`config.mk`:
```
export PLATFORM = sky130hd
export DESIGN_NAME = exh_stim_misr
export DESIGN_NICKNAME = d
export VERILOG_FILES = /design/src/rtl/exh_stim_misr.sv
export SDC_FILE = /design/constraint.sdc
export NUM_CORES = 1
export LEC_CHECK = 0
export ABC_CLOCK_PERIOD_IN_PS = 3000
export CORE_MARGIN = 4
export CORE_UTILIZATION = 48
export CTS_CLUSTER_SIZE = 24
export DETAILED_ROUTE_END_ITERATION = 7
export PLACE_DENSITY = 0.78
export SYNTH_ARGS = -nofsm -noshare
export SYNTH_HDL_FRONTEND = slang
export SYNTH_SLANG_ARGS = --single-unit
```
`constraint.sdc`:
```
create_clock -name clk -period 3 [get_ports clk]
set_input_delay 0.6 -clock clk [delete_from_list [all_inputs] [get_ports clk]]
set_output_delay 0.6 -clock clk [all_outputs]
set_load 0.05 [all_outputs]
```
`src/rtl/exh_stim_misr.sv`:
```
// rtl/exh_stim_misr.sv - exhaustive stimulus generator with MISR response compaction
module exh_stim_misr #(
    parameter int unsigned N_IN    = 6,
    parameter int unsigned N_OUT   = 5,
    parameter int unsigned MISR_W  = 16,
    parameter logic [MISR_W-1:0] POLY   = 16'h1021,
    parameter logic [MISR_W-1:0] SEED   = 16'h0000,
    parameter logic [MISR_W-1:0] GOLDEN = 16'h0000,
    parameter int unsigned TIMEOUT = 16
) (
    input  logic              clk,
    input  logic              rst_n,
    input  logic              start,
    output logic [N_IN-1:0]   stim_o,
    output logic              stim_valid,
    input  logic              stim_ready,
    input  logic [N_OUT-1:0]  resp_i,
    input  logic              resp_valid,
    output logic              done,
    output logic              pass,
    output logic              err,
    output logic [MISR_W-1:0] signature,
    output logic [N_IN:0]     vec_count
);

    localparam int unsigned CW = N_IN + 1;
    localparam int unsigned TW = $clog2(TIMEOUT + 1);
    localparam logic [CW-1:0] LAST_VEC = CW'((1 << N_IN) - 1);
    localparam logic [CW-1:0] ALL_VEC  = CW'(1 << N_IN);
    localparam logic [TW-1:0] TMO_MAX  = TW'(TIMEOUT);

    typedef enum logic [1:0] {S_IDLE, S_RUN, S_DRAIN, S_DONE} state_t;

    state_t            state_q, state_d;
    logic [N_IN-1:0]   stim_o_q, stim_o_d;
    logic              stim_valid_q, stim_valid_d;
    logic              done_q, done_d;
    logic              pass_q, pass_d;
    logic              err_q, err_d;
    logic [MISR_W-1:0] sig_q, sig_d;
    logic [CW-1:0]     vec_q, vec_d;
    logic [CW-1:0]     resp_cnt_q, resp_cnt_d;
    logic [TW-1:0]     tmo_q, tmo_d;

    logic              stim_hs;
    logic              resp_active;
    logic [CW-1:0]     accepted;
    logic              resp_ok;
    logic              resp_unsol;
    logic [MISR_W-1:0] misr_next;

    // Next-state and next-output computation for the whole harness
    always_comb begin
        state_d      = state_q;
        stim_o_d     = stim_o_q;
        stim_valid_d = stim_valid_q;
        err_d        = err_q;
        sig_d        = sig_q;
        vec_d        = vec_q;
        resp_cnt_d   = resp_cnt_q;
        tmo_d        = tmo_q;

        // stim_valid is only ever high in RUN, so this is the RUN handshake
        stim_hs     = stim_valid_q & stim_ready;
        resp_active = (state_q == S_RUN) || (state_q == S_DRAIN);
        // a response is only owed for stimuli accepted up to and including this cycle
        accepted    = vec_q + CW'(stim_hs);
        resp_ok     = resp_active && resp_valid && (resp_cnt_q != accepted);
        resp_unsol  = resp_active && resp_valid && (resp_cnt_q == accepted);
        misr_next   = {sig_q[MISR_W-2:0], 1'b0}
                    ^ (sig_q[MISR_W-1] ? POLY : '0)
                    ^ MISR_W'(resp_i);

        if (resp_ok) begin
            sig_d      = misr_next;
            resp_cnt_d = resp_cnt_q + CW'(1);
        end
        if (resp_unsol) begin
            err_d = 1'b1;
        end

        case (state_q)
            S_IDLE, S_DONE: begin
                if (start) begin
                    state_d      = S_RUN;
                    sig_d        = SEED;
                    vec_d        = '0;
                    resp_cnt_d   = '0;
                    tmo_d        = '0;
                    err_d        = 1'b0;
                    stim_o_d     = '0;
                    stim_valid_d = 1'b1;
                end
            end
            S_RUN: begin
                if (stim_hs) begin
                    vec_d    = vec_q + CW'(1);
                    stim_o_d = vec_d[N_IN-1:0];
                    if (vec_q == LAST_VEC) begin
                        state_d      = S_DRAIN;
                        stim_valid_d = 1'b0;
                        tmo_d        = '0;
                    end
                end
            end
            S_DRAIN: begin
                if (resp_cnt_q == ALL_VEC) begin
                    state_d = S_DONE;
                end else if (resp_ok) begin
                    tmo_d = '0;
                end else begin
                    tmo_d = tmo_q + TW'(1);
                    if (tmo_d == TMO_MAX) begin
                        err_d   = 1'b1;
                        state_d = S_DONE;
                    end
                end
            end
            default: begin
                state_d = S_IDLE;
            end
        endcase

        // done/pass are registered, so they are derived from the next-state values
        done_d = (state_d == S_DONE);
        pass_d = done_d && (sig_d == GOLDEN) && !err_d;
    end

    // State and output registers with asynchronous reset
    always_ff @(posedge clk or negedge rst_n) begin
        if (!rst_n) begin
            state_q      <= S_IDLE;
            stim_o_q     <= '0;
            stim_valid_q <= 1'b0;
            done_q       <= 1'b0;
            pass_q       <= 1'b0;
            err_q        <= 1'b0;
            sig_q        <= '0;
            vec_q        <= '0;
            resp_cnt_q   <= '0;
            tmo_q        <= '0;
        end else begin
            state_q      <= state_d;
            stim_o_q     <= stim_o_d;
            stim_valid_q <= stim_valid_d;
            done_q       <= done_d;
            pass_q       <= pass_d;
            err_q        <= err_d;
            sig_q        <= sig_d;
            vec_q        <= vec_d;
            resp_cnt_q   <= resp_cnt_d;
            tmo_q        <= tmo_d;
        end
    end

    assign stim_o     = stim_o_q;
    assign stim_valid = stim_valid_q;
    assign done       = done_q;
    assign pass       = pass_q;
    assign err        = err_q;
    assign signature  = sig_q;
    assign vec_count  = vec_q;

endmodule

```
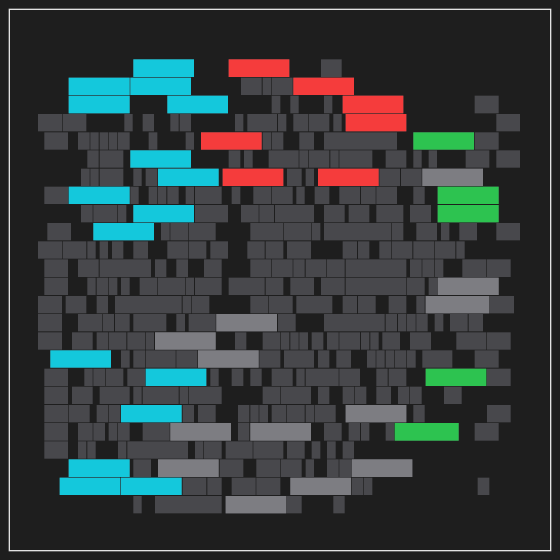
registers.png
Other sequential cells in the stronger gray, the rest of the logic in the fainter gray.
green -> stim_o  # flops 5
red -> resp_cnt_q  # flops 7, where top middle
cyan -> signature  # flops 16

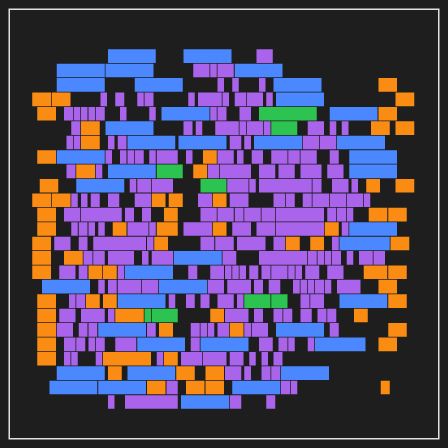
cell_classes.png
orange -> other buffers and delay cells  # cells 68
purple -> all other logic  # cells 227
blue -> flip-flops  # cells 41
green -> clock drivers and dummy loads  # cells 8
flip-flop and latch share of the layout cell area: 30.3%
Layout Utilization: 66.5%

==> impl_metrics.env <==
# flow metrics
export IMPL_syn_area_mm2=0.00254
export IMPL_top_power_group="combinational cells"
export IMPL_p_leak_nw=1.43
export IMPL_place_congestion=0.867
export IMPL_drt_iter0_drc=138
export IMPL_cts_sinks=41
export IMPL_preCtsSetupSlack_ns=-0.490
export IMPL_number_of_endpoints_with_negative_hold_slack_in_the_final_report=0
export IMPL_internal_power_mw=1.52
export IMPL_n_antenna_cell=0
export IMPL_cts_buffers_inserted=5
export IMPL_worst_slack_ns=0.236
export IMPL_clkTransAtPathRegs_ns=0.08
export IMPL_syn2layout_area_growth_pct=33.6
export IMPL_pg_clk_uw=443
export IMPL_p_comb_share_pct=55.5
export IMPL_power_sequential_fraction_pct=28.1
export IMPL_grt_antenna_before_repair=0
export IMPL_post_synth_fa_ha_maj_area_fraction_pct=4.43
export IMPL_place_port_buffers=42
export IMPL_rsz0062_at_grt="false"
export IMPL_topCombFamilyByArea="simple AND/OR/NAND/NOR gates"
export IMPL_aoi_share_pct=16.8
export IMPL_chip_area_mm2=0.00653
export IMPL_cts_path_max_buffers=2
export IMPL_synth_sequential_area_ratio_pct=40.4
export IMPL_pwr_density_cell_mw_per_mm2=795
export IMPL_worst_r2r_cell_count=9
export IMPL_hpwl_mm=4.41
export IMPL_viasPerCell=5.58
export IMPL_numSynthFlops=41
export IMPL_achievable_frequency_mhz=362
export IMPL_grt_resource_usage_total_pct=20.3
export IMPL_setup_viol=0
export IMPL_max_cap_violations=0
export IMPL_wl_per_cell_um=15.6
export IMPL_yosysCellCount=288
export IMPL_relSlewSlack_pct=38.8
export IMPL_grt_ovfl_total=0
export IMPL_finalCritPeriodShare_pct=92.1
export IMPL_finalHoldWorstSlack_ns=0.438
export IMPL_count_of_nets_left_with_antenna_violations_after_detail_routing=0
export IMPL_clock_insertion_delay_worst_skew_ns=0.30
export IMPL_fin_worst_skew_ns=0.00896
export IMPL_required_ns=3.21
export IMPL_tightest_slew_ns=0.918
export IMPL_route_final_wire_length_mm=6.48
export IMPL_count_of_flip_flops_with_a_built_in_enable_after_synthesis=0
export IMPL_yosys_warnings=0
export IMPL_worst_setup_path_endpoint="pass$_DFF_PN0_"
export IMPL_status="finished, final reports clean"
export IMPL_tritoncts="done"
export IMPL_period_needed_ns=2.76
export IMPL_synth_chip_area_mm2=0.00254
export IMPL_reg2reg_slack_ns=0.24
export IMPL_clockPowerShare_pct=16.4
export IMPL_timing_rr_end="pass$_DFF_PN0_"
export IMPL_rows=26
export IMPL_power_switching_mw=1.19
export IMPL_die_size_x_um=80.8
export IMPL_grt_first_pass_wirelength_mm=10.4
export IMPL_final_max_slew_viols=0
export IMPL_synth_area_per_cell_um2=8.83
export IMPL_vias=2311
export IMPL_design_portCount=43
export IMPL_vertical_die_dimension_um=80.8
export IMPL_cp_end_kind="flop"
export IMPL_synth_async_reset_ratio_pct=100
export IMPL_final_layout_size_suffix_gt1_share_pct=18.0
export IMPL_cp_data_arrival_time_ns=2.97
export IMPL_num_nets_final=362
export IMPL_yosys_area_share_simple_pct=21.5
export IMPL_combinationalPower_mw=1.50
export IMPL_synthFlopType="sky130_fd_sc_hd__dfrtp_1"
export IMPL_core_area_mm2=0.00511
export IMPL_hold_path_class="in2async"
export IMPL_root_buffer="sky130_fd_sc_hd__clkbuf_8"
export IMPL_synth_nets=307
export IMPL_cp_max_fanout=7
export IMPL_first_global_vias=2234
export IMPL_syn_instance_count=288
export IMPL_cts_hold_buffers=0
export IMPL_mux_area_share_pct=1.72
export IMPL_start_kind="flop"
export IMPL_timing_rr_start="state_q[0]$_DFF_PN0_"
export IMPL_fp_util_pct=49.8
export IMPL_firstDrtPassIters=4
export IMPL_grt_max_degree=42
export IMPL_sequentialPower_uw=760
export IMPL_p_sw_share_pct=43.9
export IMPL_yosys_cell_types_count=54
export IMPL_timing_setup_critical_path_class="reg2reg"
export IMPL_warning_count=29
export IMPL_total_drc_errors_in_the_routed_layout=0
export IMPL_clock_tree_htree_level_count=2
export IMPL_setup_worst_path_start="state_q[0]$_DFF_PN0_"
export IMPL_ys_sh_xor_pct=8.61
export IMPL_vdd_ir_drop_worst_uv=555
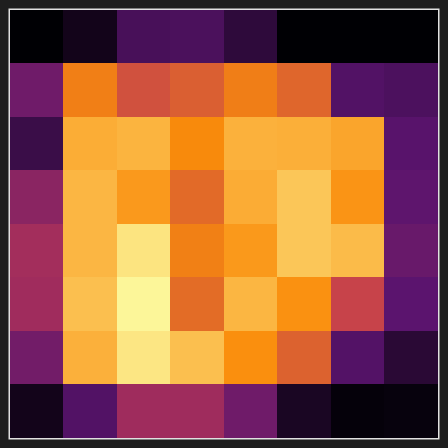
density.png
The die is cut into 8 by 8 equal tiles; black is low, pale yellow is high, 0 to 100% covered.
densest ninth of the die = middle
nearly empty tiles = 7.8%
emptiest ninth of the die = bottom right
tiles over 75% full = 36%
fullest tile = 98%
mean over tiles = 51%

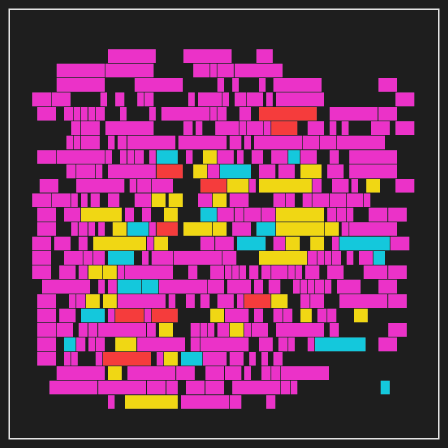
drive_strength.png
yellow -> drive 3 to 4  # cells 36
cyan -> drive 2  # cells 17
red -> drive 6 and up  # cells 9
magenta -> drive 1 or less  # cells 282

## metal layers
metal	vias up	global-route usage [%]	wire [um]
met5	-	0	0
met4	0	7.43	97
met3	10	5.10	374
met2	74	33.9	3250
met1	1125	25.5	2760
li1	1102	-	-
## placed cells by master (no fill, tap or decap), types with 3 or more instances in the layout
master                            synthesis  routed
sky130_fd_sc_hd__ha_1                     9       6
sky130_fd_sc_hd__mux2_2                   3       3
sky130_fd_sc_hd__xnor2_1                 10      10
sky130_fd_sc_hd__nand3_1                  9       9
sky130_fd_sc_hd__xor2_1                  15      14
sky130_fd_sc_hd__and2_1                   3       3
sky130_fd_sc_hd__buf_4                    7      23
sky130_fd_sc_hd__nand2_1                 39      37
sky130_fd_sc_hd__nor2_1                  32      32
sky130_fd_sc_hd__nor3_1                  12      12
sky130_fd_sc_hd__clkdlybuf4s50_1          0      40
sky130_fd_sc_hd__ha_4                     0       3
sky130_fd_sc_hd__dfrtp_1                 41      39
sky130_fd_sc_hd__inv_1                   11      10
sky130_fd_sc_hd__clkbuf_8                 0       5
sky130_fd_sc_hd__a21oi_1                 19      18
sky130_fd_sc_hd__o21ai_0                 16      15
## metrics by stage
step | power, mW | TNS, ns | util (%) | area (um^2) | cells
2_1_floorplan | 1.60 | 0 | - | 2550 | 288
3_3_place_gp | 1.94 | -2.91 | 59.4 | 3030 | 394
3_5_place_dp | 1.97 | -4.80 | 59.4 | 3030 | 394
4_1_cts | 2.47 | 0 | 62.5 | 3190 | 402
5_1_grt | 2.86 | 0 | 66.5 | 3400 | 414
6_report | 2.70 | 0 | 66.5 | 3400 | 414
## flip-flops by register name, summed over array words and instances, names as in the netlist
register    count
signature      16
resp_cnt_q      7
stim_o          5
tmo_q           5
state_q         2
vec_count       2
done            1
err             1
pass            1
stim_valid      1
## critical path: stages, from the launching register on
cell                       delay [ns]
sky130_fd_sc_hd__dfrtp_1         0.48
sky130_fd_sc_hd__inv_1           0.08
sky130_fd_sc_hd__ha_1            0.30
sky130_fd_sc_hd__nand2b_1        0.26
sky130_fd_sc_hd__a41o_1          0.26
sky130_fd_sc_hd__o32a_1          0.20
sky130_fd_sc_hd__o21a_4          0.16
sky130_fd_sc_hd__or3_4           0.37
sky130_fd_sc_hd__a2111o_1        0.43
sky130_fd_sc_hd__nor4_2          0.13
## area by class of cell
cell class	instances	area [um^2]
repair buffers	68	642
flip-flops and latches	41	1030
inverters	11	43.8
clock inverters	2	38.8
well taps	70	87.6
clock buffers	6	72.6
fillers	416	1710
multi-input cells	216	1480
## Yosys cell counts, drive strengths merged, types with 3 or more instances
library cell / number / share of area [%]
a21oi: 19 / 3.7
xor2: 15 / 5.2
inv: 11 / 1.6
buf: 12 / 3.8
ha: 9 / 4.4
nor4: 3 / 0.98
and2: 3 / 0.74
clkbuf: 8 / 1.2
mux2: 3 / 1.3
o21ai: 17 / 3.3
or3: 3 / 0.93
dfrtp: 41 / 40
nand3: 9 / 1.8
xnor2: 10 / 3.4
nor3: 12 / 2.4
nor2: 32 / 4.7
nand2: 39 / 5.8
## what timing repair did
action	4_1_cts	5_1_grt
setup buffers	0	11
pin swaps	4	9
cloned	0	1
gates resized	12	17
endpoints found under the setup margin	4	3
Power figures rest on the tool's default switching activity, not on a simulated workload.
